Fig. 1: run 1, wires at chosen ports, followed through buffers
Scale bar: 20 um.
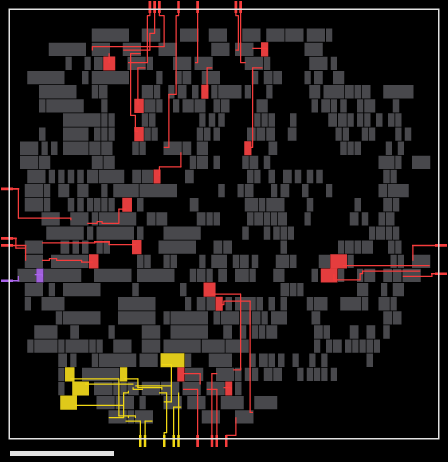
Fig. 2: run 1, metal 3
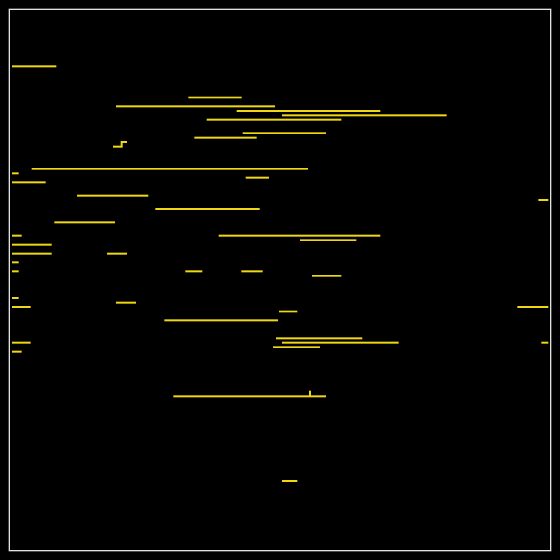
Fig. 3: run 1, track usage over the die
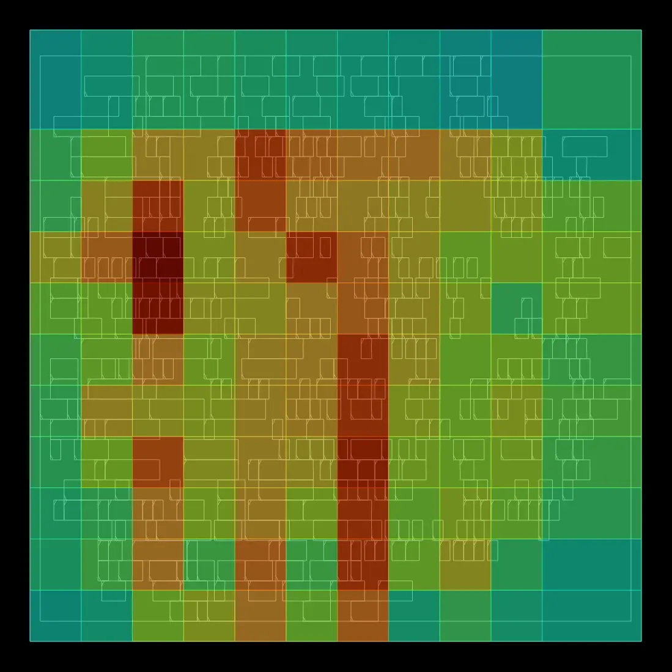
===== src/rtl/ldb_allocator.sv =====
// Load-buffer entry allocator: two in-order allocation ports, per-entry release, flush.
// Optional macro LDB_RR_ALLOC_EN adds a round-robin search-start pointer (default: lowest free index first).
module ldb_allocator #(
    parameter int unsigned LDB_DEPTH = 16,
    parameter int unsigned LDB_IDX_W = $clog2(LDB_DEPTH)
) (
    input  logic                 clk,
    input  logic                 rst,
    input  logic                 alloc_req0,
    input  logic                 alloc_req1,
    output logic                 alloc_gnt0,
    output logic                 alloc_gnt1,
    output logic [LDB_IDX_W-1:0] alloc_idx0,
    output logic [LDB_IDX_W-1:0] alloc_idx1,
    input  logic [LDB_DEPTH-1:0] release_vec,
    input  logic                 flush,
    output logic [LDB_DEPTH-1:0] entry_valid,
    output logic [LDB_IDX_W:0]   free_cnt,
    output logic                 full,
    output logic                 empty
);

    localparam int unsigned CNT_W = LDB_IDX_W + 1;

    logic [LDB_DEPTH-1:0] valid_q;
    logic [LDB_DEPTH-1:0] valid_d;
    logic [LDB_DEPTH-1:0] free_vec;
    logic [LDB_DEPTH-1:0] alloc_oh;
    logic [LDB_IDX_W-1:0] search_start;
    logic [LDB_IDX_W-1:0] scan_idx;
    logic [LDB_IDX_W-1:0] c0_idx;
    logic [LDB_IDX_W-1:0] c1_idx;
    logic                 c0_found;
    logic                 c1_found;
    logic                 gnt0;
    logic                 gnt1;
    logic [CNT_W-1:0]     cnt;

    assign free_vec = ~valid_q;

    // First and second free entries, scanning upward from search_start with wrap.
    always_comb begin
        c0_found = 1'b0;
        c1_found = 1'b0;
        c0_idx   = '0;
        c1_idx   = '0;
        scan_idx = '0;
        for (int unsigned i = 0; i < LDB_DEPTH; i++) begin
            scan_idx = search_start + LDB_IDX_W'(i);
            if (free_vec[scan_idx]) begin
                if (!c0_found) begin
                    c0_found = 1'b1;
                    c0_idx   = scan_idx;
                end else if (!c1_found) begin
                    c1_found = 1'b1;
                    c1_idx   = scan_idx;
                end
            end
        end
    end

    // Port 1 can only be granted alongside port 0 to keep allocation in program order.
    assign gnt0 = alloc_req0 & c0_found & ~flush & ~rst;
    assign gnt1 = alloc_req1 & gnt0 & c1_found;

    assign alloc_gnt0 = gnt0;
    assign alloc_gnt1 = gnt1;
    assign alloc_idx0 = gnt0 ? c0_idx : '0;
    assign alloc_idx1 = gnt1 ? c1_idx : '0;

    always_comb begin
        alloc_oh = '0;
        if (gnt0) alloc_oh = alloc_oh | (LDB_DEPTH'(1) << c0_idx);
        if (gnt1) alloc_oh = alloc_oh | (LDB_DEPTH'(1) << c1_idx);
    end

    // Releases of already-free entries fall out of the mask; granted entries are always free.
    always_comb begin
        valid_d = (valid_q & ~release_vec) | alloc_oh;
        if (flush) valid_d = '0;
    end

    always_ff @(posedge clk) begin
        if (rst) valid_q <= '0;
        else     valid_q <= valid_d;
    end

    assign entry_valid = valid_q;

    always_comb begin
        cnt = '0;
        for (int unsigned i = 0; i < LDB_DEPTH; i++) begin
            cnt = cnt + CNT_W'(free_vec[i]);
        end
    end

    assign free_cnt = cnt;
    assign full     = (cnt == '0);
    assign empty    = (cnt == CNT_W'(LDB_DEPTH));

`ifdef LDB_RR_ALLOC_EN
    logic [LDB_IDX_W-1:0] rr_ptr_q;
    logic [LDB_IDX_W-1:0] rr_ptr_d;

    // Next search starts just past the youngest entry granted this cycle.
    always_comb begin
        rr_ptr_d = rr_ptr_q;
        if (flush)     rr_ptr_d = '0;
        else if (gnt1) rr_ptr_d = c1_idx + LDB_IDX_W'(1);
        else if (gnt0) rr_ptr_d = c0_idx + LDB_IDX_W'(1);
    end

    always_ff @(posedge clk) begin
        if (rst) rr_ptr_q <= '0;
        else     rr_ptr_q <= rr_ptr_d;
    end

    assign search_start = rr_ptr_q;
`else
    assign search_start = '0;
`endif

endmodule


===== config.mk =====
export PLATFORM = sky130hd
export DESIGN_NAME = ldb_allocator
export DESIGN_NICKNAME = d
export VERILOG_FILES = /design/src/rtl/ldb_allocator.sv
export SDC_FILE = /design/constraint.sdc
export NUM_CORES = 1
export LEC_CHECK = 0
export ABC_AREA = 1
export CELL_PAD_IN_SITES_DETAIL_PLACEMENT = 0
export CELL_PAD_IN_SITES_GLOBAL_PLACEMENT = 1
export CORE_UTILIZATION = 34
export DETAILED_ROUTE_END_ITERATION = 8
export GPL_TIMING_DRIVEN = 0
export PLACE_DENSITY = 0.85
export RECOVER_POWER = 25
export SLEW_MARGIN = 25
export SYNTH_ARGS = -nofsm -noshare
export SYNTH_HDL_FRONTEND = slang
export SYNTH_SLANG_ARGS = --single-unit

===== constraint.sdc =====
create_clock -name clk -period 6.6 [get_ports clk]
set_clock_uncertainty 0.15 [all_clocks]
set_input_delay 1.32 -clock clk [delete_from_list [all_inputs] [get_ports clk]]
set_output_delay 1.32 -clock clk [all_outputs]
set_load 0.03 [all_outputs]

==> run summary, run 1 <==
Update from the flow run.

The relative slew slack is 59.5%. The layout overhead on the synthesized area is 30.9%. The number of filler instances in the final layout is 688. Looking at the clock tree report, the maximum root-to-sink buffer count equals 2. The final layout reports a setup TNS of 0 ns. In the Yosys report, the sequential cells make up 14.6% of the chip area.

The worst setup path is of the flop to output port kind. The dominant kind of combinational cell is simple AND/OR/NAND/NOR gates. The async set-or-reset flop fraction in the synthesized netlist is 0%. For this run the aggregate overflow at the end of global routing stands at 0. The number of gates resized after CTS was 0. The first global-routing pass estimated 11.8 mm of wire.

Per the post-synthesis report, the number of cells in the design is 375. Summed over all cells, the static leakage comes to 1.29 nW. The cell sitting at the root of the clock tree is a clkbuf_8. The fraction of layout instances using a drive strength above 1 is 6.71%. The final total power is 0.227 mW. The area recorded from the Yosys report for this design is 2200 um^2. The post-route minimum period is 6.32 ns.

The cell area that synthesis handed to floorplanning was 2200 um^2. As reported, the later end of the worst-skew pair has a clock insertion delay of 0.25 ns. The flow ran to the end, and the final reports show no timing, DRC or antenna violations.

The via count of the first global-routing pass was 2437. At the pin with the least slew margin, the transition time is 0.605 ns. The met2 usage is 38.1%.

The die width is 82.4 um. Before antenna repair, the detailed router went through 4 iterations. The final core utilization is 47.4%. The startpoint kind of the worst setup timing path is a flop.

At the worst endpoint, the arrival time is 4.85 ns. Global route summary, busiest routing layer listed as met2. The number of placement rows is 28.

The detailed-route DRC error count is 0. The xor/xnor share of the synthesized area is 0.798%. The total inserted antenna cells is 0. The buffer count from post-CTS setup fixing is 0. The core region is 6060 um^2. The average cell area after synthesis is 5.86 um^2.

CTS added clock buffers totalling 3. The worst setup path is captured at an output port. The reported max-cap violation count is 0.

The number of routed nets with antenna violations is 0. Once synthesis finished, the tally of register bits stood at 16. VDD sags by at most 98.7 uV. The synthesis log from Yosys contains 0 warnings.

The synthesis run shows multiplexers occupying 0% of the cell area. The full die area is 6780 um^2. The cell total in the yosys stat output is 375. For this design the top-level I/O count stands at 54.
About Fig. 1:
Key: purple = `flush` [direction input, end cells 1, buffers 1, wire 3.70 um]; yellow = `free_cnt` [direction output, end cells 5, buffers 5, wire 111 um]; red = `release_vec` [direction input, end cells 16, buffers 16, wire 385 um]

About Fig. 2:
The longest straight run is 41.9 um. The layer carries 372 um of wire.
met3 layer usage reported by global route: 2.09%
total wire length after detailed routing: 7.41 mm
vias after detailed routing: 2587

About Fig. 3:
met1 GRT Util: 32.9%
DR WL/cell: 14.6 um

==> run 1: final cells by class <==
cell class | count | area, um^2 | share of cell area (%)
inverters | 63 | 236 | 8.22
plain buffers | 3 | 12.5 | 0.435
well taps | 75 | 93.8 | 3.26
multi-input cells | 293 | 1630 | 56.6
flip-flops and latches | 16 | 320 | 11.1
repair buffers | 53 | 531 | 18.5
clock buffers | 4 | 55.1 | 1.91
==> run 1: layer usage <==
layer / part of all wire [%] / wire length [um]
met3: 5.0 / 372
met5: 0 / 0
met2: 46 / 3430
met4: 1.0 / 74
met1: 48 / 3530
==> run 1: stage by stage <==
stage	setup slack [ns]	hold slack, ns	instance area [um^2]	instances
after floorplan	0.751	0.662	2200	375
after global placement	0.562	0.592	2820	503
after detailed placement	0.545	0.583	2820	503
after CTS	0.267	0.606	2880	507
after global routing	0.0487	0.673	2880	507
final	0.278	0.601	2880	507
==> run 1: critical path, cell delays in order, from the launching register on <==
cell	delay, ns
dfxtp_1	0.40
fa_1	0.58
inv_1	0.06
fa_1	0.51
inv_1	0.06
fa_1	0.52
fa_1	0.41
inv_1	0.07
ha_1	0.18
inv_1	0.07
fa_1	0.45
xnor2_1	0.16
nor4_1	0.31
inv_1	0.07
nor2_1	0.08
clkdlybuf4s50_1	0.68
==> run 1: report_power, final <==
part / internal (mW) / switching [mW] / total (mW)
registers: 0.0968 / 0.000449 / 0.0972
clock network: 0.0529 / 0.0333 / 0.0861
logic: 0.0205 / 0.0227 / 0.0433
total: 0.170 / 0.0565 / 0.227
==> run 1: synthesized netlist by cell type (all sizes together), types with 2 or more instances <==
master	n	area share, %
nand4	16	4.6
o31ai	2	0.68
o21ai	25	5.7
o22ai	2	0.57
fa	10	9.1
nand3	20	4.8
o221ai	2	0.80
ha	10	5.7
nor3	6	2.1
clkbuf	2	0.34
dfxtp	16	15
a21oi	18	4.1
inv	63	11
a31oi	4	1.1
nand2	108	19
o211ai	2	0.91
nor2	59	12
==> run 1: kinds of logic after synthesis <==
| logic type | count (synthesis) |
|---|---|
| and+or+nand+nor | 212 |
| buffers and inverters | 66 |
| AOI/OAI and AO/OA | 59 |
| adders and majority gates | 20 |
| DFF | 16 |
| xor gates and xnor gates | 2 |
==> run 1: path summary, 6_finish.rpt <==
check / from / to / cells after the start
worst max-delay path: entry_valid[11]$_SDFF_PP0_ / full / 15
worst min-delay path: entry_valid[4]$_SDFF_PP0_ / entry_valid[4]$_SDFF_PP0_ / 3
worst max register to register: entry_valid[0]$_SDFF_PP0_ / entry_valid[8]$_SDFF_PP0_ / 16
worst min register to register: entry_valid[4]$_SDFF_PP0_ / entry_valid[4]$_SDFF_PP0_ / 3
==> run 1: layout by cell type, fill, tap and decap left out, drive strengths merged, types with 12 or more instances in the layout <==
master,count
nand2,108
inv,63
nor2,59
clkdlybuf4s50,41
o21ai,25
nand3,20
a21oi,18
nand4,16
dfxtp,16
dlygate4sd3,12
--- run 2 (diff from run 1) ---
Settings changed: ABC_CLOCK_PERIOD_IN_PS set to 6600.
Fig. 4: run 2, wires at chosen ports, followed through buffers
Scale bar: 20 um.
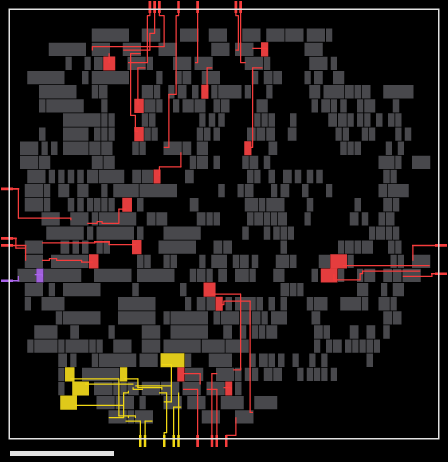
Key: red = `release_vec` [direction input, end cells 16, buffers 16, wire 385 um]; yellow = `free_cnt` [direction output, end cells 5, buffers 5, wire 111 um]; purple = `flush` [direction input, end cells 1, buffers 1, wire 3.70 um]

Fig. 5: run 2, metal 3
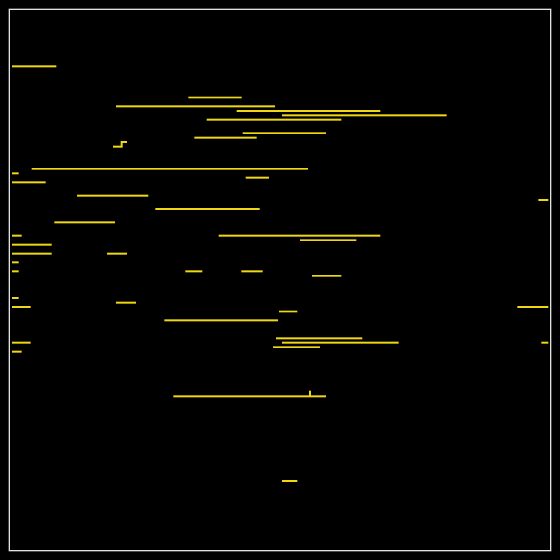
The layer holds 5.0% of the routed length. The layer carries 372 um of wire. The longest straight run is 41.9 um. The wires run mostly horizontal.

==> run summary, run 2 <==
Update from the flow run.

The flow ran to the end, and the final reports show no timing, DRC or antenna violations. The most common logic cell in the final layout is nand2_1. The post-synthesis cell count is 375 (unchanged). The delay of the slowest cell on the worst path came to 0.68 ns (about the same). The fraction of layout instances using a drive strength above 1 is 6.71% (unchanged). The cell area after synthesis was 2200 um^2 (unchanged).

The total clock buffers created by CTS is 3 (unchanged). nand2_1 is the most common cell in the netlist. The reported max-cap violation count is 0 (unchanged). The average cell area after synthesis came to 5.86 um^2 (unchanged). The post-synthesis cell type with the largest combined area is nand2_1. The number of routed nets with antenna violations was 0 (unchanged). The relative slew slack is 59.5% (unchanged). The worst-case clock buffer depth is 2 (unchanged).

The routed wirelength normalized by instance count is 14.6 um (unchanged). The cell depth of the worst flop-to-flop path is 16 (unchanged). STA classifies the critical path endpoint as an output port. The worst supply voltage drop on vdd is 98.7 uV (unchanged). For the worst reg-to-reg path, the endpoint reported by OpenROAD is entry_valid[8]$_SDFF_PP0_. The detailed-route wire length is 7.41 mm (unchanged). CTS placed an instance of clkbuf_8 at the clock tree root. The layout overhead on the synthesized area is 30.9% (unchanged). The cell sequence reported for the critical path is fa_1 -> inv_1 -> fa_1 -> inv_1 -> fa_1 -> fa_1 -> inv_1 -> ha_1 -> inv_1 -> fa_1 -> xnor2_1 -> nor4_1 -> inv_1 -> nor2_1 -> clkdlybuf4s50_1. The slew at the pin closest to its max-slew limit came to 0.605 ns (unchanged). The arrival time of data at the critical path endpoint is 4.85 ns (about the same).

The combinational gate area came to 1630 um^2 (unchanged). The startpoint of the lowest-slack register-to-register path is entry_valid[0]$_SDFF_PP0_. The sequential cell area in the final layout is 320 um^2 (unchanged). The cell count of the worst hold path was 3 (unchanged). The worst min-delay path endpoint is entry_valid[4]$_SDFF_PP0_. The buffer count from post-CTS setup fixing came to 0 (unchanged).

The detailed-route DRC error count is 0 (unchanged).
[run 2: where the power goes]
| part | total [mW] | switching [mW] | internal [mW] | leakage (nW) |
|---|---|---|---|---|
| logic | 0.0433 | 0.0227 | 0.0205 | 1.13 |
| clock network | 0.0861 | 0.0333 | 0.0529 | 0.0288 |
| registers | 0.0972 | 0.000449 | 0.0968 | 0.129 |
| total | 0.227 | 0.0565 | 0.170 | 1.29 |
[run 2: cell families (layout without fill, tap and decap cells)]
kind of cell	after synthesis	in the layout	synth area share, %
adders and majority gates	20	20	14.8
buffers and inverters	66	123	11.3
and+or+nand+nor	212	212	43.0
DFF	16	16	14.6
xor gates and xnor gates	2	2	0.798
AOI/OAI and AO/OA	59	59	15.4
[run 2: metrics by stage]
step,setup WS (ns),util (%),hold slack [ns],cells,area [um^2]
3_3_place_gp,0.562,46.5,0.592,503,2820
5_1_grt,0.0487,47.4,0.673,507,2880
2_1_floorplan,0.751,-,0.662,375,2200
3_5_place_dp,0.545,46.5,0.583,503,2820
6_report,0.278,47.4,0.601,507,2880
4_1_cts,0.267,47.4,0.606,507,2880
[run 2: worst max-delay path by stage]
stage / startpoint / end / cells after the start
6_report: entry_valid[11]$_SDFF_PP0_ / full / 15
5_1_grt: entry_valid[11]$_SDFF_PP0_ / full / 15
4_1_cts: entry_valid[11]$_SDFF_PP0_ / empty / 15
3_5_place_dp: entry_valid[11]$_SDFF_PP0_ / empty / 15
3_3_place_gp: entry_valid[11]$_SDFF_PP0_ / full / 15
2_1_floorplan: entry_valid[11]$_SDFF_PP0_ / full / 12
[run 2: worst max-delay path, delay by kind of cell, from the launching register on]
kind	cells	cell delay, ns
xor+xnor	1	0.16
simple gates	2	0.39
buf+inv	6	1.01
fa+ha+maj	6	2.65
flops	1	0.40
[run 2: layer usage]
layer	part of all wire, %	global-route usage [%]	vias up
met1	48	32.9	1179
met5	0	0	-
met4	1.0	4.91	0
met2	46	38.1	71
met3	5.0	2.09	6
li1	-	-	1331
[run 2: cell type report]
type	instances	share of cell area, %
Multi-Input combinational cell	293	56.6
Inverter	63	8.22
Sequential cell	16	11.1
Tap cell	75	3.26
Clock buffer	4	1.91
Timing Repair Buffer	53	18.5
Buffer	3	0.435
Power and IR drop assume default switching activity.
